File: src/rtl/lockstep_add_pipe.sv
// Multi-lane add-constant valid/ready pipeline with a lockstep checker that
// compares every lane against lane 0 on each output transfer.
module lockstep_add_pipe #(
    parameter int WIDTH    = 32,
    parameter int CHANNELS = 2,
    parameter int STAGES   = 1,
    parameter int ADDEND   = 5,
    parameter int CNT_W    = 8
) (
    input  logic                      clk,
    input  logic                      rst_n,
    input  logic                      in_valid,
    output logic                      in_ready,
    input  logic [CHANNELS*WIDTH-1:0] in_data,
    output logic                      out_valid,
    input  logic                      out_ready,
    output logic [CHANNELS*WIDTH-1:0] out_data,
    input  logic                      clear_err,
    output logic                      mismatch,
    output logic                      mismatch_sticky,
    output logic [CNT_W-1:0]          mismatch_count
);

    localparam int               DW      = CHANNELS * WIDTH;
    localparam logic [WIDTH-1:0] ADD_C   = WIDTH'(ADDEND);
    localparam logic [CNT_W-1:0] CNT_MAX = '1;

    logic [DW-1:0]   stage_data [1:STAGES];
    logic [STAGES:1] stage_valid;
    logic [STAGES:1] load;
    logic [DW-1:0]   in_sum;
    logic            xfer;
    logic            neq;
    logic            hit;
    logic [CNT_W-1:0] count_base;
    logic [CNT_W-1:0] count_next;

    always_comb begin
        in_sum = '0;
        for (int i = 0; i < CHANNELS; i++) begin
            in_sum[i*WIDTH +: WIDTH] = in_data[i*WIDTH +: WIDTH] + ADD_C;
        end
    end

    // Closed form of the ready ripple: a stage may load unless it and every
    // stage downstream of it are full while the output is stalled.
    always_comb begin
        logic all_full;
        all_full = 1'b1;
        load     = '0;
        for (int k = STAGES; k >= 1; k--) begin
            all_full = all_full && stage_valid[k];
            load[k]  = out_ready || !all_full;
        end
    end

    for (genvar k = 1; k <= STAGES; k++) begin : g_stage
        logic [DW-1:0] d_in;
        logic          v_in;
        logic [DW-1:0] d_q;
        logic          v_q;

        if (k == 1) begin : g_first
            assign d_in = in_sum;
            assign v_in = in_valid;
        end else begin : g_rest
            assign d_in = stage_data[k-1];
            assign v_in = stage_valid[k-1];
        end

        always_ff @(posedge clk or negedge rst_n) begin
            if (!rst_n) begin
                v_q <= 1'b0;
                d_q <= '0;
            end else if (load[k]) begin
                v_q <= v_in;
                d_q <= d_in;
            end
        end

        assign stage_valid[k] = v_q;
        assign stage_data[k]  = d_q;
    end

    assign out_valid = stage_valid[STAGES];
    assign out_data  = stage_data[STAGES];
    assign in_ready  = load[1];
    assign xfer      = out_valid && out_ready;

    always_comb begin
        neq = 1'b0;
        for (int i = 1; i < CHANNELS; i++) begin
            if (out_data[i*WIDTH +: WIDTH] != out_data[WIDTH-1:0]) begin
                neq = 1'b1;
            end
        end
    end

    assign hit = xfer && neq;

    // Clear takes effect before this cycle's mismatch so both can coincide.
    always_comb begin
        count_base = clear_err ? '0 : mismatch_count;
        count_next = count_base;
        if (hit && (count_base != CNT_MAX)) begin
            count_next = count_base + CNT_W'(1);
        end
    end

    always_ff @(posedge clk or negedge rst_n) begin
        if (!rst_n) begin
            mismatch        <= 1'b0;
            mismatch_sticky <= 1'b0;
            mismatch_count  <= '0;
        end else begin
            mismatch        <= hit;
            mismatch_sticky <= (mismatch_sticky && !clear_err) || hit;
            mismatch_count  <= count_next;
        end
    end

endmodule

File: config.mk
export PLATFORM = sky130hd
export DESIGN_NAME = lockstep_add_pipe
export DESIGN_NICKNAME = d
export VERILOG_FILES = /design/src/rtl/lockstep_add_pipe.sv
export SDC_FILE = /design/constraint.sdc
export NUM_CORES = 1
export LEC_CHECK = 0
export CAP_MARGIN = 25
export CELL_PAD_IN_SITES_DETAIL_PLACEMENT = 1
export CELL_PAD_IN_SITES_GLOBAL_PLACEMENT = 1
export CORE_MARGIN = 2
export CORE_UTILIZATION = 36
export CTS_CLUSTER_SIZE = 20
export DETAILED_ROUTE_END_ITERATION = 8
export GPL_TIMING_DRIVEN = 0
export PLACE_DENSITY = 0.95
export SETUP_SLACK_MARGIN = 0.2
export SKIP_LAST_GASP = 1
export SLEW_MARGIN = 30
export SYNTH_ARGS = -nofsm -noshare
export SYNTH_HDL_FRONTEND = slang
export SYNTH_SLANG_ARGS = --single-unit
File: constraint.sdc
create_clock -name clk -period 5.38 [get_ports clk]
set_input_delay 1.076 -clock clk [delete_from_list [all_inputs] [get_ports clk]]
set_output_delay 1.076 -clock clk [all_outputs]
set_load 0.01 [all_outputs]
Run 1, logic cells by family:
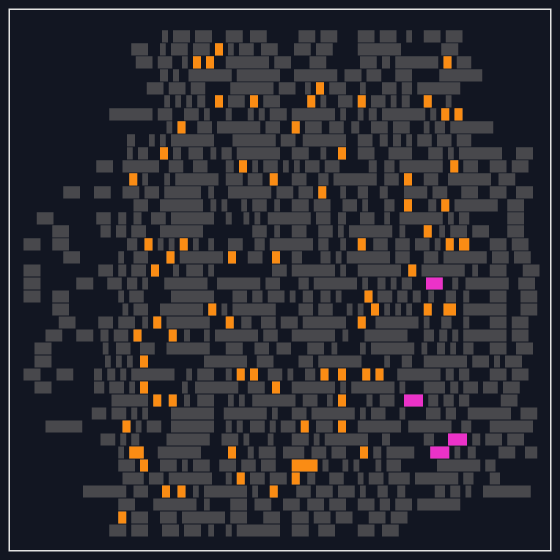
Key: aoi and oai cells = orange [cells 71, most used o21ai_0]; mux cells = magenta [cells 4, most used mux2_2, where south-east]
most frequent logic cell in the layout: clkdlybuf4s50_1
multi-input combinational area share: 0.371

Run 1, nets reached from selected ports:
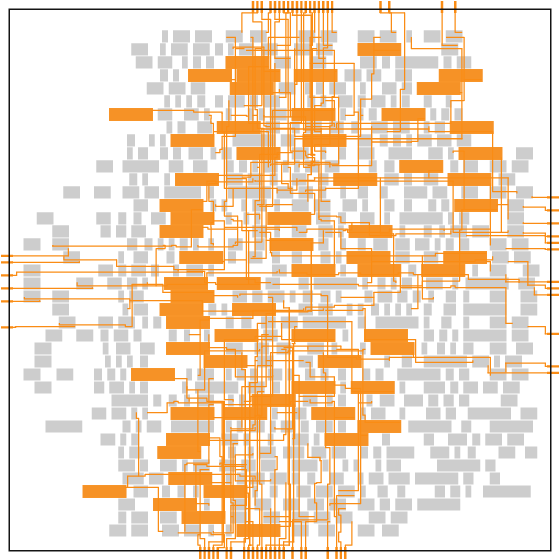
Key: out_data = orange [bits 64, direction output, edge 24 south, 22 north, 12 east, 6 west, end cells 64, buffers 64, wire 4,310 um]

Run 1, routed metal, one color a layer:
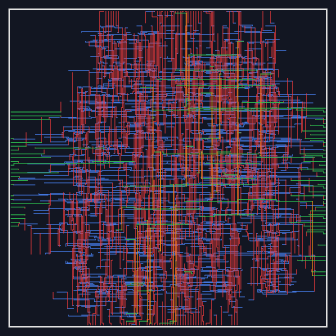
Key: metal 2 = red [wire length 8,620 um]; metal 4 = orange [wire length 606 um]; metal 3 = green [wire length 1,060 um]; metal 1 = blue [wire length 6,380 um]

Run 1, routed clock nets over the placement:
Bar = 20 um.
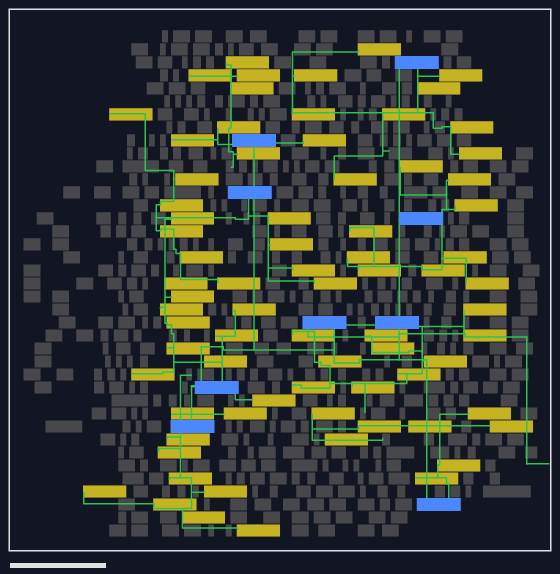
Key: flip-flops = yellow [count 75]; clock wires = green [length 1,100 um]; clock drivers = blue [count 9]
There are 10 routed clock nets.
Clock net power: 574 uW
Late-Pin Clk Latency: 350 ps
clock power share: 0.340
skew final: 9.08 ps

==> run notes, run 1 <==
run metrics: asr flop ratio synth 1.00, status complete, but fails checks, first-pass GRT wire length 26,000 um, leakage power 2.37 nW, floorplan net count 544, DPL Wire Length 12,700 um, Dominant combinational family simple AND/OR/NAND/NOR gates, crit path max-delay cell type clkdlybuf4s50_1, Seq share, synth 0.439, crit-path max FO 10, count of different cell masters after synthesis 35, ys cells 472, Sink Count 75, Least-Margin Pin Slew 584 ps, R2R cell count 5, YS chip area 0.00428 sq mm, crit end category output port, DR WL/cell 21.5 um, drt first pass iters 7, Die Area 0.0128 sq mm, crit-path max cell delay 570 ps, CTS tree yes, largest net degree at the start of global routing 53, Synth Cell Area 0.00428 sq mm, DRC errors left 9, Pint 1.17 mW, Die Y 113 um, worst hold path type reg2reg, RSZ-0062 raised after global routing no, via-per-instance ratio 5.47, GR Overflow Total 0, critical path endpoint in_ready, TritonCTS Buffers 9, Antenna Nets Post-Route 0, Worst-path clk slew 50 ps, Pre-Place Util 0.371, Area growth syn-to-layout 44.9%, synth warn 0, failing checks DRC, # hold bufs at CTS 0, Worst R2R End out_data[32], setup bufs post-CTS 0, initial antenna violation count 0, yosys xor share 0.195, post_cts resized 0, n_diodes 0
run 1: sequential cells by signal, indices dropped and copies added, names as in the netlist:
register and cells:
out_data 64, mismatch_count 8, out_valid 1, mismatch_sticky 1, mismatch 1
run 1: worst max-delay path: cells and delay by family:
| family | cells | cell delay [ps] |
|---|---|---|
| buffers and inverters | 5 | 2310 |
| AND/OR/NAND/NOR | 1 | 280 |
run 1: final cells by class:
cell class	count	area, sq um	share of cell area
clock inverters	2	10.0	0.00162
repair buffers	145	1470	0.237
clock buffers	14	264	0.0426
well taps	143	179	0.0289
multi-input cells	371	2300	0.371
flip-flops and latches	75	1880	0.303
plain buffers	16	61.3	0.00990
inverters	10	37.5	0.00606
run 1: metal layers:
layer,vias to the layer above,share of wire,GRT usage
met5,-,0,0
met4,0,0.036,0.131
met3,43,0.063,0.0503
met2,152,0.52,0.482
met1,2141,0.38,0.296
li1,1912,-,-
run 1: per-stage QoR:
step	std cells	hold WS [ps]	cell area [sq um]	total power, mW
after global placement	759	505	5900	1.09
final	776	554	6190	1.69
after detailed placement	760	531	5920	1.11
after floorplan	472	542	4280	0.837
after CTS	776	553	6190	1.69
after global routing	776	579	6190	1.74
run 1: power by group through the flow:
stage	Clock [mW]	Sequential (mW)	Combinational, mW
final	0.574	0.695	0.419
after global routing	0.597	0.700	0.446
after CTS	0.577	0.693	0.420
after detailed placement	0	0.700	0.412
after global placement	0	0.694	0.394
after floorplan	0	0.704	0.133
run 1: how the worst min path moves through the flow:
stage | endpoint | slack, ps
6_report | out_data[4] | 550
5_1_grt | out_data[4] | 580
4_1_cts | mismatch_sticky | 550
3_5_place_dp | out_data[33] | 530
3_3_place_gp | out_data[17] | 500
2_1_floorplan | out_data[33] | 540
==> run 2, diff against run 1 <==
- SKIP_LAST_GASP: 1 -> default
Run 2, logic cells by family:
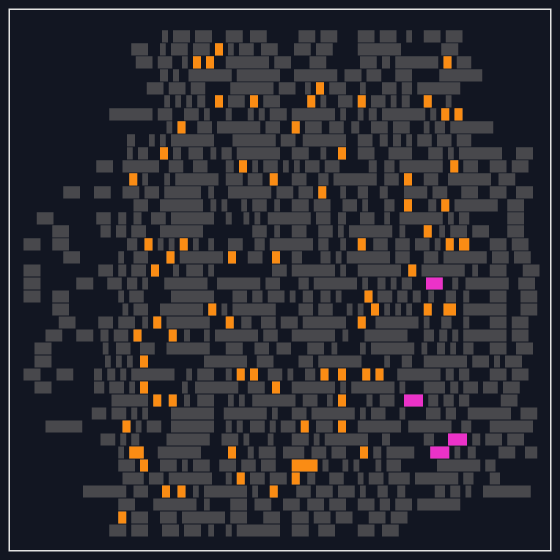
Key: aoi and oai cells = orange [cells 71, most used o21ai_0]; mux cells = magenta [cells 4, most used mux2_2, where south-east]

Run 2, routed metal, one color a layer:
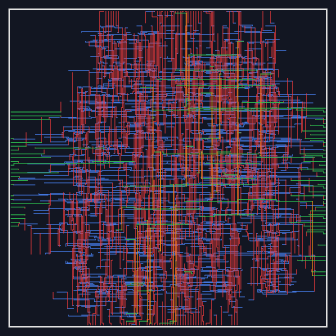
Key: metal 4 = orange [wire length 606 um]; metal 2 = red [wire length 8,620 um]; metal 3 = green [wire length 1,060 um]; metal 1 = blue [wire length 6,380 um]
Overall Global Routing Usage: 0.265
WL final: 16,700 um
DR WL/cell: 21.5 um
via count: 4,248

==> run 2 against run 1 <==
The flow still finishes with violations (DRC). Via count unchanged. Critical path type unchanged. Largest power group unchanged. Final area unchanged. Critical path depth unchanged. Synthesized area unchanged. Die size unchanged. Sequential power about the same. Clock skew unchanged. Cell count unchanged.
==> run notes, run 2 <==
run metrics: leakage power 2.37 nW (unchanged), combinational group power 419 uW (about the same), crit-path max FO 10 (unchanged), H-Tree Depth 3 (unchanged), post_cts resized 0 (unchanged), TritonCTS Buffers 9 (unchanged), synth warn 0 (unchanged), most frequent logic cell in the layout clkdlybuf4s50_1 (unchanged), Synth Cell Area 0.00428 sq mm (unchanged), clock power share 0.340 (about the same), crit end category output port (unchanged), RSZ-0062 raised after global routing no (unchanged), asr flop ratio synth 1.00 (unchanged), DPL Wire Length 12,700 um (unchanged), failing checks DRC (unchanged), Sw Pwr 515 uW (unchanged), largest net degree at the start of global routing 53 (unchanged), Area growth syn-to-layout 44.9% (unchanged), post-route cell area 0.00619 sq mm (unchanged), # hold bufs at CTS 0 (unchanged), worst hold path type reg2reg (unchanged), Placer Congestion 0.866 (unchanged), Worst R2R End out_data[32] (unchanged), Least-Margin Pin Slew 584 ps (unchanged), crit-path max cell delay 570 ps (about the same), Yosys reg bits 75 (unchanged), Pwr top sequential cells (unchanged), Clock net power 574 uW (about the same), CTS root buffer clkbuf_16 (unchanged), Pre-Place Util 0.371 (unchanged), nets@finish 700 (unchanged), Placed Instance Area 0.00592 sq mm (unchanged), skew final 9.08 ps (unchanged), # setup viols final 0 (unchanged), drt first pass iters 7 (unchanged), GR Overflow Total 0 (unchanged), crit path launch type input port (unchanged), count of different cell masters after synthesis 35 (unchanged), status complete, but fails checks (unchanged), share of cells above drive strength 1 0.0458 (unchanged), Sink Count 75 (unchanged), setup bufs post-CTS 0 (unchanged), dpl cells 760 (unchanged), R2R cell count 5 (unchanged), crit path max-delay cell type clkdlybuf4s50_1 (unchanged), storage element area 0.00188 sq mm (unchanged), floorplan net count 544 (unchanged), Die Y 113 um (unchanged), ys cells 472 (unchanged), first-pass GRT wire length 26,000 um (unchanged), Die Area 0.0128 sq mm (unchanged), via-per-instance ratio 5.47 (unchanged), logic area 0.00230 sq mm (unchanged), VDD IR-drop max 0.185 mV (unchanged), Synth area leaders dfrtp_1 (44%), xnor2_1 (11%), xor2_1 (8.4%), nand2_1 (7.5%), o21ai_0 (5.7%) (unchanged), P_seq 695 uW (about the same), Finished Layout Cells 776 (unchanged), n_diodes 0 (unchanged), Crit Path Class in2out (unchanged), Worst-path clk slew 50 ps (about the same), DRC errors left 9 (unchanged), Pint 1.17 mW (unchanged), Sw Share 0.305 (unchanged), fill cell count 1,327 (unchanged), CP Data Required Time 4300 ps (about the same), Antenna Nets Post-Route 0 (unchanged), initial antenna violation count 0 (unchanged), Seq share, synth 0.439 (unchanged), initial drt markers 251 (unchanged), Final period util 0.883 (unchanged), achievable clock frequency 211 MHz (unchanged), YS chip area 0.00428 sq mm (unchanged), Late-Pin Clk Latency 350 ps (about the same), max reg flops 64 (unchanged), Endpoint, Worst Hold out_data[4] (unchanged), r2r setup slk 3020 ps (about the same), CTS tree yes (unchanged)
[run 2: cell counts after synthesis]
Identical to the previous run, type by type.
[run 2: worst max-delay path by stage]
stage	startpoint	endpoint	slack, ps	cells past startpoint
finish	out_ready	in_ready	630	6
global route	out_ready	in_ready	500	6
CTS	out_ready	in_ready	690	6
detailed placement	out_ready	in_ready	790	6
global placement	rst_n	out_data[22]	710	1
floorplan	out_ready	in_ready	2290	4
[run 2: layout make-up]
type                            count  area share
Clock inverter                      2     0.00162
Clock buffer                       14      0.0426
Buffer                             16     0.00990
Multi-Input combinational cell    371       0.371
Timing Repair Buffer              145       0.237
Tap cell                          143      0.0289
Inverter                           10     0.00606
Sequential cell                    75       0.303
[run 2: worst max-delay path: cells and delay by family]
family | cells | cell delay, ps
simple gates | 1 | 280
buf+inv | 5 | 2310
[run 2: through the flow]
| stage | hold slack (ps) | power (mW) | setup WS [ps] |
|---|---|---|---|
| final | 554 | 1.69 | 629 |
| after global routing | 579 | 1.74 | 502 |
| after CTS | 553 | 1.69 | 686 |
| after detailed placement | 531 | 1.11 | 794 |
| after global placement | 505 | 1.09 | 708 |
| after floorplan | 542 | 0.837 | 2290 |
[run 2: logic make-up after synthesis]
| group | Yosys count | share of synthesized area |
|---|---|---|
| AND/OR/NAND/NOR | 198 | 0.237 |
| XOR/XNOR | 95 | 0.195 |
| flip-flops | 75 | 0.439 |
| AND-OR/OR-AND | 71 | 0.0872 |
| buffers and inverters | 26 | 0.0231 |
| multiplexers | 4 | 0.0102 |
| adder cells (fa/ha/maj) | 3 | 0.00878 |
[run 2: layer usage]
layer  GRT usage  up-vias  share of wire
li1            -     1912              -
met1       0.296     2141           0.38
met2       0.482      152           0.52
met3      0.0503       43          0.063
met4       0.131        0          0.036
met5           0        -              0
Power is estimated from default activity; no workload was simulated.
